**config.mk**
```make
export PLATFORM = sky130hd
export DESIGN_NAME = cpu_trap_ctl_flat
export DESIGN_NICKNAME = d
export VERILOG_FILES = /design/src/rtl/cpu_trap_ctl_if.sv /design/src/rtl/cpu_trap_ctl.sv /design/src/flat_wrapper.sv
export SDC_FILE = /design/constraint.sdc
export NUM_CORES = 1
export LEC_CHECK = 0
export CORE_MARGIN = 3
export CORE_UTILIZATION = 30
export CTS_CLUSTER_DIAMETER = 100
export CTS_CLUSTER_SIZE = 14
export DETAILED_ROUTE_END_ITERATION = 8
export SETUP_SLACK_MARGIN = 0.5
export SYNTH_ARGS = -nofsm -noshare
export SYNTH_HDL_FRONTEND = slang
export SYNTH_SLANG_ARGS = --single-unit
```
**constraint.sdc**
```tcl
create_clock -name clk_i -period 19.1 [get_ports clk_i]
set_input_delay 3.82 -clock clk_i [delete_from_list [all_inputs] [get_ports clk_i]]
set_output_delay 3.82 -clock clk_i [all_outputs]
set_load 0.1 [all_outputs]
```
**src/rtl/cpu_trap_ctl_if.sv**
```systemverilog
// Bundle between the trap sequencer, the pipeline and the CSR file ports.
// slave = the sequencer itself, master = its environment.
interface cpu_trap_ctl_if;
  logic        exc_valid_i;
  logic [4:0]  exc_cause_i;
  logic [31:0] exc_pc_i;
  logic [31:0] exc_tval_i;
  logic        irq_valid_i;
  logic [4:0]  irq_cause_i;
  logic [31:0] irq_pc_i;
  logic        mret_i;
  logic        trap_ack_o;
  logic        stall_o;
  logic        redirect_valid_o;
  logic [31:0] redirect_pc_o;
  logic [11:0] pipe_read_addr_i;
  logic        pipe_read_enable_i;
  logic [31:0] pipe_read_data_o;
  logic [11:0] pipe_write_addr_i;
  logic [31:0] pipe_write_data_i;
  logic        pipe_write_enable_i;
  logic [11:0] csr_read_addr_o;
  logic        csr_read_enable_o;
  logic [31:0] csr_read_data_i;
  logic [11:0] csr_write_addr_o;
  logic [31:0] csr_write_data_o;
  logic        csr_write_enable_o;

  modport slave (
    input  exc_valid_i, exc_cause_i, exc_pc_i, exc_tval_i,
    input  irq_valid_i, irq_cause_i, irq_pc_i, mret_i,
    output trap_ack_o, stall_o, redirect_valid_o, redirect_pc_o,
    input  pipe_read_addr_i, pipe_read_enable_i,
    output pipe_read_data_o,
    input  pipe_write_addr_i, pipe_write_data_i, pipe_write_enable_i,
    output csr_read_addr_o, csr_read_enable_o,
    input  csr_read_data_i,
    output csr_write_addr_o, csr_write_data_o, csr_write_enable_o
  );

  modport master (
    output exc_valid_i, exc_cause_i, exc_pc_i, exc_tval_i,
    output irq_valid_i, irq_cause_i, irq_pc_i, mret_i,
    input  trap_ack_o, stall_o, redirect_valid_o, redirect_pc_o,
    output pipe_read_addr_i, pipe_read_enable_i,
    input  pipe_read_data_o,
    output pipe_write_addr_i, pipe_write_data_i, pipe_write_enable_i,
    input  csr_read_addr_o, csr_read_enable_o,
    output csr_read_data_i,
    input  csr_write_addr_o, csr_write_data_o, csr_write_enable_o
  );
endinterface

```
**src/rtl/cpu_trap_ctl.sv**
```systemverilog
// Trap/MRET sequencer: owns the CSR read/write ports, passes pipeline CSR
// traffic through when idle, and issues a one-cycle PC redirect per sequence.
module cpu_trap_ctl (
  input  logic          clk_i,
  input  logic          reset_i,
  cpu_trap_ctl_if.slave bus
);
  localparam int unsigned XLEN    = 32;
  localparam int unsigned CAUSE_W = 5;
  localparam int unsigned ADDR_W  = 12;
  localparam int unsigned ST_W    = 4;

  localparam logic [ADDR_W-1:0] CSR_MSTATUS = 12'h300;
  localparam logic [ADDR_W-1:0] CSR_MTVEC   = 12'h305;
  localparam logic [ADDR_W-1:0] CSR_MEPC    = 12'h341;
  localparam logic [ADDR_W-1:0] CSR_MCAUSE  = 12'h342;
  localparam logic [ADDR_W-1:0] CSR_MTVAL   = 12'h343;

  localparam logic [ST_W-1:0] S_IDLE        = 4'd0;
  localparam logic [ST_W-1:0] S_T_RD_STATUS = 4'd1;
  localparam logic [ST_W-1:0] S_T_RD_TVEC   = 4'd2;
  localparam logic [ST_W-1:0] S_T_WR_EPC    = 4'd3;
  localparam logic [ST_W-1:0] S_T_WR_CAUSE  = 4'd4;
  localparam logic [ST_W-1:0] S_T_WR_TVAL   = 4'd5;
  localparam logic [ST_W-1:0] S_T_WR_STATUS = 4'd6;
  localparam logic [ST_W-1:0] S_M_RD_STATUS = 4'd7;
  localparam logic [ST_W-1:0] S_M_RD_EPC    = 4'd8;
  localparam logic [ST_W-1:0] S_M_WR_STATUS = 4'd9;
  localparam logic [ST_W-1:0] S_REDIRECT    = 4'd10;

  logic [ST_W-1:0]    r_state;
  logic [ST_W-1:0]    w_state_nxt;
  logic [CAUSE_W-1:0] r_cause;
  logic               r_intr;
  logic [XLEN-1:0]    r_pc;
  logic [XLEN-1:0]    r_tval;
  logic [XLEN-1:0]    r_mstatus;
  logic [XLEN-1:0]    r_mtvec;
  logic [XLEN-1:0]    r_redirect_pc;

  logic               w_ack;
  logic               w_take_exc;
  logic               w_take_irq;
  logic               w_rd_en;
  logic [ADDR_W-1:0]  w_rd_addr;
  logic               w_wr_en;
  logic [ADDR_W-1:0]  w_wr_addr;
  logic [XLEN-1:0]    w_wr_data;
  logic [XLEN-1:0]    w_trap_status;
  logic [XLEN-1:0]    w_mret_status;
  logic [XLEN-1:0]    w_mcause;
  logic [XLEN-1:0]    w_trap_base;
  logic [XLEN-1:0]    w_trap_target;

  // mstatus rewrites: MPIE/MIE/MPP are bits 7, 3 and 12:11.
  assign w_trap_status = {r_mstatus[31:13], 2'b11, r_mstatus[10:8], r_mstatus[3],
                          r_mstatus[6:4], 1'b0, r_mstatus[2:0]};
  assign w_mret_status = {r_mstatus[31:13], 2'b00, r_mstatus[10:8], 1'b1,
                          r_mstatus[6:4], r_mstatus[7], r_mstatus[2:0]};
  assign w_mcause      = {r_intr, 26'b0, r_cause};

  // Vectored mode only applies to interrupts; reserved modes fall back to direct.
  assign w_trap_base   = {r_mtvec[XLEN-1:2], 2'b00};
  assign w_trap_target = (r_mtvec[1:0] == 2'b01 && r_intr)
                         ? w_trap_base + XLEN'({r_cause, 2'b00})
                         : w_trap_base;

  always_ff @(posedge clk_i or posedge reset_i) begin
    if (reset_i) r_state <= S_IDLE;
    else         r_state <= w_state_nxt;
  end

  always_comb begin
    w_state_nxt = r_state;
    w_ack       = 1'b0;
    w_take_exc  = 1'b0;
    w_take_irq  = 1'b0;
    w_rd_en     = 1'b0;
    w_rd_addr   = '0;
    w_wr_en     = 1'b0;
    w_wr_addr   = '0;
    w_wr_data   = '0;
    if (!reset_i) begin
      case (r_state)
        S_IDLE: begin
          w_rd_en   = bus.pipe_read_enable_i;
          w_rd_addr = bus.pipe_read_addr_i;
          w_wr_en   = bus.pipe_write_enable_i;
          w_wr_addr = bus.pipe_write_addr_i;
          w_wr_data = bus.pipe_write_data_i;
          if (bus.exc_valid_i || bus.irq_valid_i || bus.mret_i) begin
            w_ack       = 1'b1;
            w_wr_en     = 1'b0;
            w_wr_addr   = '0;
            w_wr_data   = '0;
            w_take_exc  = bus.exc_valid_i;
            w_take_irq  = !bus.exc_valid_i && bus.irq_valid_i;
            w_state_nxt = (bus.exc_valid_i || bus.irq_valid_i) ? S_T_RD_STATUS
                                                               : S_M_RD_STATUS;
          end
        end
        S_T_RD_STATUS: begin
          w_rd_en     = 1'b1;
          w_rd_addr   = CSR_MSTATUS;
          w_state_nxt = S_T_RD_TVEC;
        end
        S_T_RD_TVEC: begin
          w_rd_en     = 1'b1;
          w_rd_addr   = CSR_MTVEC;
          w_state_nxt = S_T_WR_EPC;
        end
        S_T_WR_EPC: begin
          w_wr_en     = 1'b1;
          w_wr_addr   = CSR_MEPC;
          w_wr_data   = r_pc;
          w_state_nxt = S_T_WR_CAUSE;
        end
        S_T_WR_CAUSE: begin
          w_wr_en     = 1'b1;
          w_wr_addr   = CSR_MCAUSE;
          w_wr_data   = w_mcause;
          w_state_nxt = S_T_WR_TVAL;
        end
        S_T_WR_TVAL: begin
          w_wr_en     = 1'b1;
          w_wr_addr   = CSR_MTVAL;
          w_wr_data   = r_tval;
          w_state_nxt = S_T_WR_STATUS;
        end
        S_T_WR_STATUS: begin
          w_wr_en     = 1'b1;
          w_wr_addr   = CSR_MSTATUS;
          w_wr_data   = w_trap_status;
          w_state_nxt = S_REDIRECT;
        end
        S_M_RD_STATUS: begin
          w_rd_en     = 1'b1;
          w_rd_addr   = CSR_MSTATUS;
          w_state_nxt = S_M_RD_EPC;
        end
        S_M_RD_EPC: begin
          w_rd_en     = 1'b1;
          w_rd_addr   = CSR_MEPC;
          w_state_nxt = S_M_WR_STATUS;
        end
        S_M_WR_STATUS: begin
          w_wr_en     = 1'b1;
          w_wr_addr   = CSR_MSTATUS;
          w_wr_data   = w_mret_status;
          w_state_nxt = S_REDIRECT;
        end
        S_REDIRECT: w_state_nxt = S_IDLE;
        default:    w_state_nxt = S_IDLE;
      endcase
    end
  end

  // Request latches and CSR read captures; read data lags the read by one cycle.
  always_ff @(posedge clk_i or posedge reset_i) begin
    if (reset_i) begin
      r_cause       <= '0;
      r_intr        <= 1'b0;
      r_pc          <= '0;
      r_tval        <= '0;
      r_mstatus     <= '0;
      r_mtvec       <= '0;
      r_redirect_pc <= '0;
    end else begin
      case (r_state)
        S_IDLE: begin
          if (w_take_exc) begin
            r_cause <= bus.exc_cause_i;
            r_intr  <= 1'b0;
            r_pc    <= bus.exc_pc_i;
            r_tval  <= bus.exc_tval_i;
          end else if (w_take_irq) begin
            r_cause <= bus.irq_cause_i;
            r_intr  <= 1'b1;
            r_pc    <= bus.irq_pc_i;
            r_tval  <= '0;
          end
        end
        S_T_RD_TVEC, S_M_RD_EPC: r_mstatus     <= bus.csr_read_data_i;
        S_T_WR_EPC:              r_mtvec       <= bus.csr_read_data_i;
        S_T_WR_STATUS:           r_redirect_pc <= w_trap_target;
        S_M_WR_STATUS:           r_redirect_pc <= {bus.csr_read_data_i[XLEN-1:2], 2'b00};
        default: ;
      endcase
    end
  end

  assign bus.trap_ack_o         = w_ack;
  assign bus.stall_o            = !reset_i && (r_state != S_IDLE);
  assign bus.redirect_valid_o   = !reset_i && (r_state == S_REDIRECT);
  assign bus.redirect_pc_o      = r_redirect_pc;
  assign bus.pipe_read_data_o   = bus.csr_read_data_i;
  assign bus.csr_read_enable_o  = w_rd_en;
  assign bus.csr_read_addr_o    = w_rd_addr;
  assign bus.csr_write_enable_o = w_wr_en;
  assign bus.csr_write_addr_o   = w_wr_addr;
  assign bus.csr_write_data_o   = w_wr_data;
endmodule

```
**src/flat_wrapper.sv**
```systemverilog
// flat-port wrapper written by rule: the top's interface ports become plain ports
module cpu_trap_ctl_flat 
  (clk_i, reset_i, bus_exc_valid_i, bus_exc_cause_i, bus_exc_pc_i, bus_exc_tval_i, bus_irq_valid_i, bus_irq_cause_i, bus_irq_pc_i, bus_mret_i, bus_trap_ack_o, bus_stall_o, bus_redirect_valid_o, bus_redirect_pc_o, bus_pipe_read_addr_i, bus_pipe_read_enable_i, bus_pipe_read_data_o, bus_pipe_write_addr_i, bus_pipe_write_data_i, bus_pipe_write_enable_i, bus_csr_read_addr_o, bus_csr_read_enable_o, bus_csr_read_data_i, bus_csr_write_addr_o, bus_csr_write_data_o, bus_csr_write_enable_o);
  cpu_trap_ctl_if bus_i ();
  input  logic clk_i;
  input  logic reset_i;
  input wire logic [$bits(bus_i.exc_valid_i)-1:0] bus_exc_valid_i;
  input wire logic [$bits(bus_i.exc_cause_i)-1:0] bus_exc_cause_i;
  input wire logic [$bits(bus_i.exc_pc_i)-1:0] bus_exc_pc_i;
  input wire logic [$bits(bus_i.exc_tval_i)-1:0] bus_exc_tval_i;
  input wire logic [$bits(bus_i.irq_valid_i)-1:0] bus_irq_valid_i;
  input wire logic [$bits(bus_i.irq_cause_i)-1:0] bus_irq_cause_i;
  input wire logic [$bits(bus_i.irq_pc_i)-1:0] bus_irq_pc_i;
  input wire logic [$bits(bus_i.mret_i)-1:0] bus_mret_i;
  output wire logic [$bits(bus_i.trap_ack_o)-1:0] bus_trap_ack_o;
  output wire logic [$bits(bus_i.stall_o)-1:0] bus_stall_o;
  output wire logic [$bits(bus_i.redirect_valid_o)-1:0] bus_redirect_valid_o;
  output wire logic [$bits(bus_i.redirect_pc_o)-1:0] bus_redirect_pc_o;
  input wire logic [$bits(bus_i.pipe_read_addr_i)-1:0] bus_pipe_read_addr_i;
  input wire logic [$bits(bus_i.pipe_read_enable_i)-1:0] bus_pipe_read_enable_i;
  output wire logic [$bits(bus_i.pipe_read_data_o)-1:0] bus_pipe_read_data_o;
  input wire logic [$bits(bus_i.pipe_write_addr_i)-1:0] bus_pipe_write_addr_i;
  input wire logic [$bits(bus_i.pipe_write_data_i)-1:0] bus_pipe_write_data_i;
  input wire logic [$bits(bus_i.pipe_write_enable_i)-1:0] bus_pipe_write_enable_i;
  output wire logic [$bits(bus_i.csr_read_addr_o)-1:0] bus_csr_read_addr_o;
  output wire logic [$bits(bus_i.csr_read_enable_o)-1:0] bus_csr_read_enable_o;
  input wire logic [$bits(bus_i.csr_read_data_i)-1:0] bus_csr_read_data_i;
  output wire logic [$bits(bus_i.csr_write_addr_o)-1:0] bus_csr_write_addr_o;
  output wire logic [$bits(bus_i.csr_write_data_o)-1:0] bus_csr_write_data_o;
  output wire logic [$bits(bus_i.csr_write_enable_o)-1:0] bus_csr_write_enable_o;
  assign bus_i.exc_valid_i = bus_exc_valid_i;
  assign bus_i.exc_cause_i = bus_exc_cause_i;
  assign bus_i.exc_pc_i = bus_exc_pc_i;
  assign bus_i.exc_tval_i = bus_exc_tval_i;
  assign bus_i.irq_valid_i = bus_irq_valid_i;
  assign bus_i.irq_cause_i = bus_irq_cause_i;
  assign bus_i.irq_pc_i = bus_irq_pc_i;
  assign bus_i.mret_i = bus_mret_i;
  assign bus_trap_ack_o = bus_i.trap_ack_o;
  assign bus_stall_o = bus_i.stall_o;
  assign bus_redirect_valid_o = bus_i.redirect_valid_o;
  assign bus_redirect_pc_o = bus_i.redirect_pc_o;
  assign bus_i.pipe_read_addr_i = bus_pipe_read_addr_i;
  assign bus_i.pipe_read_enable_i = bus_pipe_read_enable_i;
  assign bus_pipe_read_data_o = bus_i.pipe_read_data_o;
  assign bus_i.pipe_write_addr_i = bus_pipe_write_addr_i;
  assign bus_i.pipe_write_data_i = bus_pipe_write_data_i;
  assign bus_i.pipe_write_enable_i = bus_pipe_write_enable_i;
  assign bus_csr_read_addr_o = bus_i.csr_read_addr_o;
  assign bus_csr_read_enable_o = bus_i.csr_read_enable_o;
  assign bus_i.csr_read_data_i = bus_csr_read_data_i;
  assign bus_csr_write_addr_o = bus_i.csr_write_addr_o;
  assign bus_csr_write_data_o = bus_i.csr_write_data_o;
  assign bus_csr_write_enable_o = bus_i.csr_write_enable_o;
  cpu_trap_ctl u_core (.clk_i(clk_i), .reset_i(reset_i), .bus(bus_i));
endmodule
```
Fig. 1: congestion heat map
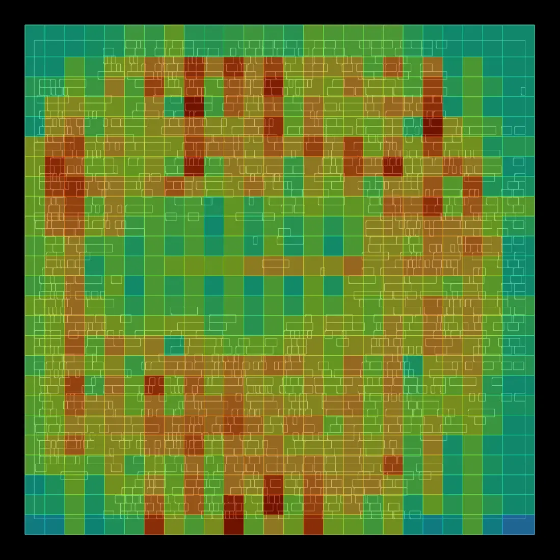
M1 GR Usage: 0.2926
GR Layer Usage met3: 0.05706
fraction of met2 tracks used by global routing: 0.3211

Fig. 2: placement by cell class
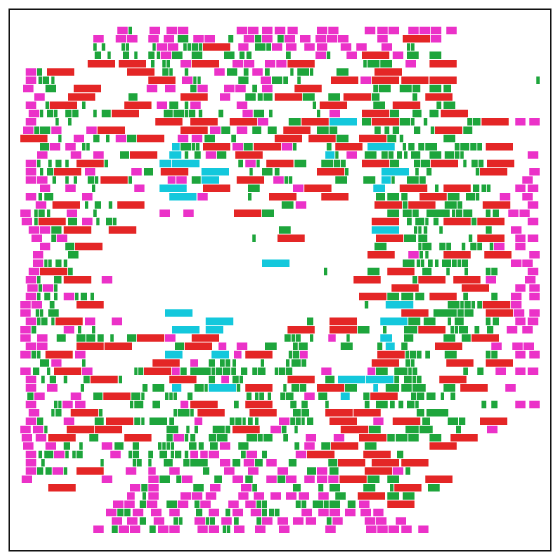
- green: combinational and other logic (cells 635; share of their area 34%)
- magenta: remaining buffers and delay cells (cells 338; share of their area 27%)
- cyan: clock drivers and dummy loads (cells 32; share of their area 4.9%)
- red: sequential cells (cells 166; share of their area 34%)
Layout Cell Area excl Fill: 12650 um2
Post-Route Utilization: 0.4479

Fig. 3: routed metal, one colour a layer
Scale bar: 50 um.
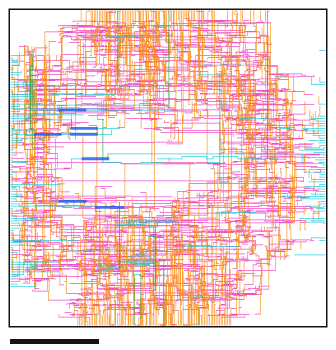
- orange: metal 2 (wire length 15200 um)
- cyan: metal 3 (wire length 2520 um)
- blue: metal 5 (wire length 97.5 um)
- magenta: metal 1 (wire length 15000 um)
- green: metal 4 (wire length 557 um)
via count of the routed design: 8112
overall routed net length: 33320 um
overall fraction of global-route tracks in use: 0.2089
detail-routed net length per standard cell: 21.51 um

==> flow_summary_export.csv <==
group,metric,value,unit
status,run_status,"finished, final reports clean",
synthesis,synth-warning-count,0,
synthesis,post_synth_instance_area,8738,um2
detailed_routing,drt-pass1-iter-count,7,
layout,number_of_fillers_in_the_final_layout,2735,
clocking,root_buffer,"sky130_fd_sc_hd__clkbuf_16",
layout,comb_area_frac,0.3213,
worst_setup_path,path_buffers,2,
final_timing,setup_viol,0,
worst_setup_path,timing.critical_path.slowest_stage_cell,"sky130_fd_sc_hd__clkdlybuf4s50_1",
final_timing,setup_tns,0,ps
synthesis,seq_cells_post_synth,166,
detailed_routing,met3_length,2522,um
layout,num_antenna_cells,0,
detailed_routing,detail_route.wirelength.met1,14960,um
placement,detailedPlace.worstSlack,7674,ps
flow_run,max_cap_viol_count,0,
synthesis,synth_async_sr_flop_share,1.000,
clocking,cts_setup_buffers,0,
layout,logic_area,4064,um2
final_timing,transition_time_of_the_tightest_slew_check_pin,1188,ps
power,power_report.internal_total,1.083,mW
detailed_routing,viasPerCell,5.237,
final_timing,final.setup_skew,19.27,ps
layout,layout_top_cells,"sky130_fd_sc_hd__clkdlybuf4s50_1, sky130_fd_sc_hd__dfrtp_1, sky130_fd_sc_hd__nand2_1, sky130_fd_sc_hd__a21oi_1, sky130_fd_sc_hd__nor2_1",
power,post-layout-total-power,2.237,mW
die,design.core.area,28240,um2
final_timing,achievable-frequency,87.36,MHz
detailed_routing,antenna_violating_nets_post_route,0,
power,netSwitchingFraction,0.5158,
final_timing,final_hold_violation_count,0,
power,pg_clk,0.347,mW
layout,nMultiInputCombCells,632,
synthesis,synthesis.area_per_instance,9.699,um2
synthesis,yosys-stat-area,8738,um2
power,power.sequential.fraction,0.301,
detailed_routing,route.met2.wl,15180,um
worst_setup_path,count_of_cells_along_the_worst_register_to_register_path,5,
clocking,cts_htree_levels,4,
worst_setup_path,cpMostUsedCell,"sky130_fd_sc_hd__clkdlybuf4s50_1",
clocking,tritoncts.num_buffers,17,
synthesis,edf_count,0,
placement,port_buffers,323,
final_timing,maxSlewViolCount,0,
power,proportion_of_power_drawn_by_combinational_gates,0.544,
layout,clock_cell_area_share,0.04679,
synthesis,top_cells_by_area,"sky130_fd_sc_hd__dfrtp_1, sky130_fd_sc_hd__nand2_1, sky130_fd_sc_hd__mux2_1, sky130_fd_sc_hd__a21oi_1, sky130_fd_sc_hd__mux2_2",
placement,numPlacedInstances,1517,
die,fp_util,0.3094,
power,power_switching,1.154,mW
layout,biggestCellCategory,"registers",
worst_setup_path,timing.setup.critical_path_class,"input pin to output pin",
worst_setup_path,crit_cells,6,
power,cellPowerDensity,176.9,nW/um2
synthesis,ys_top_cells_by_count,"sky130_fd_sc_hd__dfrtp_1, sky130_fd_sc_hd__nand2_1, sky130_fd_sc_hd__a21oi_1",
layout,nonClockInverterCount,3,
worst_setup_path,cp-startpoint,"bus_exc_valid_i",
worst_setup_path,timing.critical_path.to,"bus_csr_write_data_o[20]",
power,seq-power,0.674,mW
layout,flops,166,
final_timing,timing.final.ws_setup,7653,ps
hold_path,worst_hold_startpoint,"u_core.r_mstatus[8]",
layout,non_clock_buffer_area_share,0.2645,
clocking,cts-hold-fix-buffers,0,
grt,grt_antenna_before_repair,7,
placement,detailed_place_hpwl,24090,um
synthesis,cell_count_in_the_yosys_report,901,
final_timing,post-route-period-util,0.5993,
synthesis,netlist.top_cell.by_area,"sky130_fd_sc_hd__dfrtp_1",
layout,n_clock_buffer,17,
clocking,cts_tree,"built",
power,top_power_group,"combinational cells",
worst_setup_path,endpoint_kind,"output pin",
clocking,sinks_on_clock_net,166,
synthesis,yosys.cell_count.top_type,"sky130_fd_sc_hd__dfrtp_1",
layout,syn2layout_area_growth,44.73,%
worst_setup_path,setup.reg_to_reg.worst_slack,15510,ps
final_timing,slew_headroom,0.2058,
synthesis,ys_types,60,
die,boundaryPins,326,
worst_setup_path,critical_path.max_stage_delay,1190,ps
die,die_w,176.7,um
layout,num-nets-final,1365,
synthesis,synth_seq_share,0.4754,
power,vdd_drop_max,0.00006900,V
worst_setup_path,crit_path_cell_trace,"clkdlybuf4s50_1 -> or3_1 -> nor2_4 -> a222oi_1 -> a21oi_1 -> clkdlybuf4s50_1",
grt,grt-busiest-layer,"met2",
synthesis,synthesis.instances,901,
worst_setup_path,cp-start-kind,"input pin",
hold_path,hold_path_depth,1,
synthesis,synth_top_flop_cell,"sky130_fd_sc_hd__dfrtp_1",
die,die.size.y,176.7,um
clocking,clock_latency,430,ps
final_timing,rsz0062_at_grt,"false",
power,power_combinational,1.22,mW
hold_path,hold-path-endpoint,"u_core.r_mstatus[8]",
grt,grt_overflow,0,
synthesis,synth_largest_type_area_fraction,0.4754,
final_timing,final.hold.worst_slack,497.7,ps
placement,detailed_place.area,12060,um2
detailed_routing,detailedRoute.firstIterationViolations,725,
die,nWellTaps,378,
grt,global_route_wire_length_before_repair,50110,um
final_timing,final_period_minus_worst_setup_slack,11450,ps
sequential cells by signal, indices dropped and copies added (netlist names):
| signal | cells |
|---|---|
| u_core.r_mtvec | 32 |
| u_core.r_pc | 32 |
| u_core.bus.redirect_pc_o | 30 |
| u_core.r_mstatus | 30 |
| u_core.r_tval | 32 |
| u_core.r_cause | 5 |
| u_core.r_state | 4 |
| u_core.r_intr | 1 |
cells by family (layout without fill, tap and decap cells):
family,after synthesis,in the layout,share of synthesized area
XOR/XNOR,26,26,0.02606
other,1,2,0.0004291
AND/OR/NAND/NOR,286,286,0.1515
AND-OR/OR-AND,250,250,0.1933
buffers and inverters,104,373,0.06429
flip-flops,166,166,0.4754
adder cells (fa/ha/maj),6,6,0.009450
multiplexers,62,62,0.07961
Power and IR drop assume default switching activity.
